**src/rtl/img_ram_arbiter_if.sv**
```systemverilog
// img_ram_arbiter_if
//   Groups the two requester handshakes and the RAM-side bus of img_ram_arbiter.
//   slave  : the arbiter (consumes m*_req/we/addr/wdata and ram_rdata,
//            produces m*_ack/rvalid/rdata, ram_addr/wdata/wren, owner).
//   master : the surrounding system (requesters plus RAM instance).
//   m*_req/we/addr/wdata : per-requester access request and qualifiers
//   m*_ack               : access accepted this cycle (combinational)
//   m*_rvalid/rdata      : read data return for that requester
//   ram_addr/wdata/wren  : registered RAM access
//   ram_rdata            : RAM read data
//   owner                : 00 none, 01 m0, 10 m1 (owner of last accepted access)
interface img_ram_arbiter_if #(
  parameter int unsigned AW = 10,
  parameter int unsigned DW = 8
);
  logic          m0_req;
  logic          m0_we;
  logic [AW-1:0] m0_addr;
  logic [DW-1:0] m0_wdata;
  logic          m0_ack;
  logic          m0_rvalid;
  logic [DW-1:0] m0_rdata;

  logic          m1_req;
  logic          m1_we;
  logic [AW-1:0] m1_addr;
  logic [DW-1:0] m1_wdata;
  logic          m1_ack;
  logic          m1_rvalid;
  logic [DW-1:0] m1_rdata;

  logic [AW-1:0] ram_addr;
  logic [DW-1:0] ram_wdata;
  logic          ram_wren;
  logic [DW-1:0] ram_rdata;
  logic [1:0]    owner;

  modport slave (
    input  m0_req, m0_we, m0_addr, m0_wdata,
    input  m1_req, m1_we, m1_addr, m1_wdata,
    input  ram_rdata,
    output m0_ack, m0_rvalid, m0_rdata,
    output m1_ack, m1_rvalid, m1_rdata,
    output ram_addr, ram_wdata, ram_wren, owner
  );

  modport master (
    output m0_req, m0_we, m0_addr, m0_wdata,
    output m1_req, m1_we, m1_addr, m1_wdata,
    output ram_rdata,
    input  m0_ack, m0_rvalid, m0_rdata,
    input  m1_ack, m1_rvalid, m1_rdata,
    input  ram_addr, ram_wdata, ram_wren, owner
  );
endinterface

```
**src/rtl/img_ram_arbiter.sv**
```systemverilog
// img_ram_arbiter
//   Shares one single-write-port frame RAM between the drawing controller (m0)
//   and the LCD refresh engine (m1). Per-access req/ack handshake, round-robin
//   arbitration with a burst limit, registered RAM issue and per-port tagged
//   read return.
//   clk  : system clock, rising edge
//   rst  : synchronous reset, active-high
//   bus  : img_ram_arbiter_if.slave (requester handshakes + RAM bus)
module img_ram_arbiter #(
  parameter int unsigned AW        = 10,
  parameter int unsigned DW        = 8,
  parameter int unsigned BURST_MAX = 16,
  parameter int unsigned RD_LAT    = 1
) (
  input  logic                  clk,
  input  logic                  rst,
  img_ram_arbiter_if.slave      bus
);

  typedef enum logic [1:0] {
    OWN_NONE = 2'b00,
    OWN_M0   = 2'b01,
    OWN_M1   = 2'b10
  } owner_e;

  localparam logic [7:0] LP_BMAX = 8'(BURST_MAX);

  owner_e        r_owner;
  logic [7:0]    r_burst_cnt;
  logic          r_last_m1;
  logic [AW-1:0] r_ram_addr;
  logic [DW-1:0] r_ram_wdata;
  logic          r_ram_wren;
  logic [RD_LAT:0] r_pipe_vld;
  logic [RD_LAT:0] r_pipe_port;   // 0 = m0, 1 = m1
  logic [DW-1:0] r_m0_rdata;
  logic [DW-1:0] r_m1_rdata;

  logic          w_gnt0;
  logic          w_gnt1;
  logic          w_same;
  logic [7:0]    w_burst_nxt;
  logic          w_rv0;
  logic          w_rv1;

  // Grant decision; no grant while in reset so held requests survive it.
  always_comb begin
    w_gnt0 = 1'b0;
    w_gnt1 = 1'b0;
    if (!rst) begin
      if (bus.m0_req && !bus.m1_req) begin
        w_gnt0 = 1'b1;
      end else if (!bus.m0_req && bus.m1_req) begin
        w_gnt1 = 1'b1;
      end else if (bus.m0_req && bus.m1_req) begin
        case (r_owner)
          OWN_M0: begin
            if (r_burst_cnt < LP_BMAX) w_gnt0 = 1'b1;
            else                       w_gnt1 = 1'b1;
          end
          OWN_M1: begin
            if (r_burst_cnt < LP_BMAX) w_gnt1 = 1'b1;
            else                       w_gnt0 = 1'b1;
          end
          default: begin
            if (r_last_m1) w_gnt0 = 1'b1;
            else           w_gnt1 = 1'b1;
          end
        endcase
      end
    end
  end

  always_comb begin
    w_same      = (w_gnt0 && (r_owner == OWN_M0)) || (w_gnt1 && (r_owner == OWN_M1));
    w_burst_nxt = 8'd1;
    if (w_same) begin
      w_burst_nxt = (r_burst_cnt >= LP_BMAX) ? r_burst_cnt : 8'(r_burst_cnt + 8'd1);
    end
  end

  // Last pipeline stage lines up with ram_rdata of the tagged access.
  assign w_rv0 = r_pipe_vld[RD_LAT] && !r_pipe_port[RD_LAT] && !rst;
  assign w_rv1 = r_pipe_vld[RD_LAT] &&  r_pipe_port[RD_LAT] && !rst;

  always_ff @(posedge clk) begin
    if (rst) begin
      r_owner     <= OWN_NONE;
      r_burst_cnt <= '0;
      r_last_m1   <= 1'b1;
      r_ram_addr  <= '0;
      r_ram_wdata <= '0;
      r_ram_wren  <= 1'b0;
      r_pipe_vld  <= '0;
      r_pipe_port <= '0;
      r_m0_rdata  <= '0;
      r_m1_rdata  <= '0;
    end else begin
      r_ram_wren     <= 1'b0;
      r_pipe_vld[0]  <= 1'b0;
      r_pipe_port[0] <= 1'b0;
      for (int unsigned i = 1; i <= RD_LAT; i++) begin
        r_pipe_vld[i]  <= r_pipe_vld[i-1];
        r_pipe_port[i] <= r_pipe_port[i-1];
      end

      if (w_gnt0) begin
        r_owner        <= OWN_M0;
        r_last_m1      <= 1'b0;
        r_burst_cnt    <= w_burst_nxt;
        r_ram_addr     <= bus.m0_addr;
        r_ram_wdata    <= bus.m0_wdata;
        r_ram_wren     <= bus.m0_we;
        r_pipe_vld[0]  <= !bus.m0_we;
        r_pipe_port[0] <= 1'b0;
      end else if (w_gnt1) begin
        r_owner        <= OWN_M1;
        r_last_m1      <= 1'b1;
        r_burst_cnt    <= w_burst_nxt;
        r_ram_addr     <= bus.m1_addr;
        r_ram_wdata    <= bus.m1_wdata;
        r_ram_wren     <= bus.m1_we;
        r_pipe_vld[0]  <= !bus.m1_we;
        r_pipe_port[0] <= 1'b1;
      end else begin
        r_owner     <= OWN_NONE;
        r_burst_cnt <= '0;
      end

      if (w_rv0) r_m0_rdata <= bus.ram_rdata;
      if (w_rv1) r_m1_rdata <= bus.ram_rdata;
    end
  end

  assign bus.m0_ack    = w_gnt0;
  assign bus.m1_ack    = w_gnt1;
  assign bus.m0_rvalid = w_rv0;
  assign bus.m1_rvalid = w_rv1;
  // Data is forwarded in its valid cycle, then the captured copy is held.
  assign bus.m0_rdata  = w_rv0 ? bus.ram_rdata : r_m0_rdata;
  assign bus.m1_rdata  = w_rv1 ? bus.ram_rdata : r_m1_rdata;
  assign bus.ram_addr  = r_ram_addr;
  assign bus.ram_wdata = r_ram_wdata;
  assign bus.ram_wren  = r_ram_wren;
  assign bus.owner     = r_owner;

endmodule

```
**src/flat_wrapper.sv**
```systemverilog
// flat-port wrapper written by rule: the top's interface ports become plain ports
module img_ram_arbiter_flat 
#(
  parameter int unsigned AW        = 10,
  parameter int unsigned DW        = 8,
  parameter int unsigned BURST_MAX = 16,
  parameter int unsigned RD_LAT    = 1
)
  (clk, rst, bus_m0_req, bus_m0_we, bus_m0_addr, bus_m0_wdata, bus_m1_req, bus_m1_we, bus_m1_addr, bus_m1_wdata, bus_ram_rdata, bus_m0_ack, bus_m0_rvalid, bus_m0_rdata, bus_m1_ack, bus_m1_rvalid, bus_m1_rdata, bus_ram_addr, bus_ram_wdata, bus_ram_wren, bus_owner);
  img_ram_arbiter_if #(.AW(AW), .DW(DW)) bus_i ();
  input  logic clk;
  input  logic rst;
  input wire logic [$bits(bus_i.m0_req)-1:0] bus_m0_req;
  input wire logic [$bits(bus_i.m0_we)-1:0] bus_m0_we;
  input wire logic [$bits(bus_i.m0_addr)-1:0] bus_m0_addr;
  input wire logic [$bits(bus_i.m0_wdata)-1:0] bus_m0_wdata;
  input wire logic [$bits(bus_i.m1_req)-1:0] bus_m1_req;
  input wire logic [$bits(bus_i.m1_we)-1:0] bus_m1_we;
  input wire logic [$bits(bus_i.m1_addr)-1:0] bus_m1_addr;
  input wire logic [$bits(bus_i.m1_wdata)-1:0] bus_m1_wdata;
  input wire logic [$bits(bus_i.ram_rdata)-1:0] bus_ram_rdata;
  output wire logic [$bits(bus_i.m0_ack)-1:0] bus_m0_ack;
  output wire logic [$bits(bus_i.m0_rvalid)-1:0] bus_m0_rvalid;
  output wire logic [$bits(bus_i.m0_rdata)-1:0] bus_m0_rdata;
  output wire logic [$bits(bus_i.m1_ack)-1:0] bus_m1_ack;
  output wire logic [$bits(bus_i.m1_rvalid)-1:0] bus_m1_rvalid;
  output wire logic [$bits(bus_i.m1_rdata)-1:0] bus_m1_rdata;
  output wire logic [$bits(bus_i.ram_addr)-1:0] bus_ram_addr;
  output wire logic [$bits(bus_i.ram_wdata)-1:0] bus_ram_wdata;
  output wire logic [$bits(bus_i.ram_wren)-1:0] bus_ram_wren;
  output wire logic [$bits(bus_i.owner)-1:0] bus_owner;
  assign bus_i.m0_req = bus_m0_req;
  assign bus_i.m0_we = bus_m0_we;
  assign bus_i.m0_addr = bus_m0_addr;
  assign bus_i.m0_wdata = bus_m0_wdata;
  assign bus_i.m1_req = bus_m1_req;
  assign bus_i.m1_we = bus_m1_we;
  assign bus_i.m1_addr = bus_m1_addr;
  assign bus_i.m1_wdata = bus_m1_wdata;
  assign bus_i.ram_rdata = bus_ram_rdata;
  assign bus_m0_ack = bus_i.m0_ack;
  assign bus_m0_rvalid = bus_i.m0_rvalid;
  assign bus_m0_rdata = bus_i.m0_rdata;
  assign bus_m1_ack = bus_i.m1_ack;
  assign bus_m1_rvalid = bus_i.m1_rvalid;
  assign bus_m1_rdata = bus_i.m1_rdata;
  assign bus_ram_addr = bus_i.ram_addr;
  assign bus_ram_wdata = bus_i.ram_wdata;
  assign bus_ram_wren = bus_i.ram_wren;
  assign bus_owner = bus_i.owner;
  img_ram_arbiter #(.AW(AW), .DW(DW), .BURST_MAX(BURST_MAX), .RD_LAT(RD_LAT)) u_core (.clk(clk), .rst(rst), .bus(bus_i));
endmodule
```
**config.mk**
```make
export PLATFORM = sky130hd
export DESIGN_NAME = img_ram_arbiter_flat
export DESIGN_NICKNAME = d
export VERILOG_FILES = /design/src/rtl/img_ram_arbiter_if.sv /design/src/rtl/img_ram_arbiter.sv /design/src/flat_wrapper.sv
export SDC_FILE = /design/constraint.sdc
export NUM_CORES = 1
export LEC_CHECK = 0
export CELL_PAD_IN_SITES_DETAIL_PLACEMENT = 1
export CELL_PAD_IN_SITES_GLOBAL_PLACEMENT = 1
export CORE_MARGIN = 5
export CORE_UTILIZATION = 31
export CTS_CLUSTER_DIAMETER = 100
export DETAILED_ROUTE_END_ITERATION = 10
export PLACE_DENSITY_LB_ADDON = 0.08
export SETUP_SLACK_MARGIN = 0.05
export SLEW_MARGIN = 0
export SYNTH_ARGS = -nofsm -noshare
export SYNTH_HDL_FRONTEND = slang
export SYNTH_SLANG_ARGS = --single-unit
export TNS_END_PERCENT = 100
```
**constraint.sdc**
```tcl
create_clock -name clk -period 1.8 [get_ports clk]
set_input_delay 0.27 -clock clk [delete_from_list [all_inputs] [get_ports clk]]
set_output_delay 0.27 -clock clk [all_outputs]
set_load 0.02 [all_outputs]
```
==> images/m1.png <==
Drawn at 4 px/um.
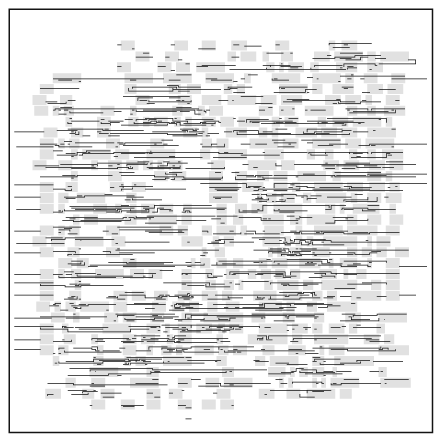
nets with wire on the layer = 421
main direction = horizontal
wire length on this layer = 4640 um
Vias: 2837
grt met1 use: 23.5%
Post-Route WL: 9.83 mm

==> images/m2.png <==
Drawn at 4 px/um.
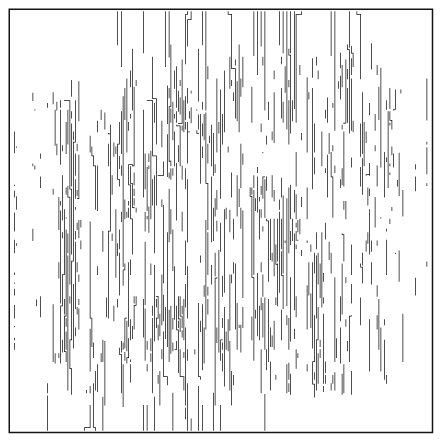
main direction = vertical
share of all routed wire = 47%
nets with wire on the layer = 424
wire length on this layer = 4660 um
global routing usage on met2: 29.6%

## per-layer routing
layer	share of wire, %	global-route usage, %
met4	1.1	4.59
met2	47	29.6
met3	4.3	3.55
met5	0	0
met1	47	23.5
## stage by stage
stage	instance area, sq um	cells
after floorplan	2920	298
after CTS	4370	526
final	4470	530
after global placement	4140	511
after global routing	4470	530
after detailed placement	4140	511
## placed cells by master, fill, tap and decap left out, types with 3 or more instances in the layout
| cell | n |
|---|---|
| nand4_1 | 3 |
| clkbuf_8 | 5 |
| o211ai_1 | 17 |
| o21ai_0 | 6 |
| buf_2 | 8 |
| nor2_1 | 6 |
| and2_1 | 20 |
| mux2_4 | 9 |
| clkdlybuf4s50_1 | 69 |
| nand3_1 | 16 |
| buf_4 | 40 |
| ha_1 | 3 |
| o21ai_1 | 13 |
| dfxtp_1 | 42 |
| inv_1 | 8 |
| mux2_2 | 8 |
| dfxtp_2 | 5 |
| buf_6 | 22 |
| nor4bb_1 | 32 |
| inv_2 | 3 |
| a22o_1 | 16 |
| mux2i_1 | 18 |
## kinds of logic after synthesis
group	share of synthesized area, %
adders and majority gates	1.77
DFF	34.7
and+or+nand+nor	24.4
AOI/OAI and AO/OA	19.1
muxes	13.5
buffers and inverters	5.63
xor gates and xnor gates	0.931
## path summary, 6_finish.rpt
kind                                         start                               end  slack, ns  depth (start not counted)
setup / recovery  u_core.r_burst_cnt[5]$_SDFF_PP0_                        bus_m1_ack      -0.21                          4
hold / removal                                 rst  u_core.r_pipe_port[1]$_SDFF_PP0_       0.28                          3
setup reg to reg  u_core.r_burst_cnt[5]$_SDFF_PP0_   u_core.r_pipe_vld[0]$_SDFF_PP0_      -0.20                          5
hold reg to reg    u_core.r_pipe_vld[0]$_SDFF_PP0_   u_core.r_pipe_vld[1]$_SDFF_PP0_       0.44                          1
==> impl_metrics.tcl <==
# flow metrics
set metrics [dict create \
    seqCellArea_sq_um 995 \
    routabilityCongestion 0.734 \
    finalWorstSetupSlack_ns -0.206 \
    final-clk-cell-share_pct 2.10 \
    ys.flop_type "dfxtp_1" \
    die_h_um 105 \
    p_int_w 0.00191 \
    drv_cap 0 \
    diodes 0 \
    outcome "finished, violations left" \
    first_global_vias 3084 \
    chip_area_sq_mm 0.0111 \
    drt-pass1-iter-count 4 \
    fill_cells 995 \
    top_power_group "registers" \
    vias_per_cell 5.35 \
    p_clk_w 0.000715 \
    violations "negative setup slack" \
    comb_cells 210 \
    yosysWarningCount 0 \
    skew_ns 0.00707 \
    topCellsByArea "dfxtp_1 35%, nor4bb_1 11%, mux2_2 6.8%" \
    combPwrFrac_pct 32.5 \
    insertion_delay_ns 0.32 \
    clock_buffers 5 \
    postSynthSeqShare_pct 34.7 \
    fmax_mhz 499 \
    ys_area_sq_mm 0.00282 \
    cp_slowest_cell "nor4_4" \
    vdd_drop_max_uv 323 \
    postRouteAntennaNets 0 \
    floorplan.core_util_pct 32.1 \
    p_sw_w 0.000925 \
    setup_viol 34 \
    rows 34 \
    cts_sinks 49 \
]
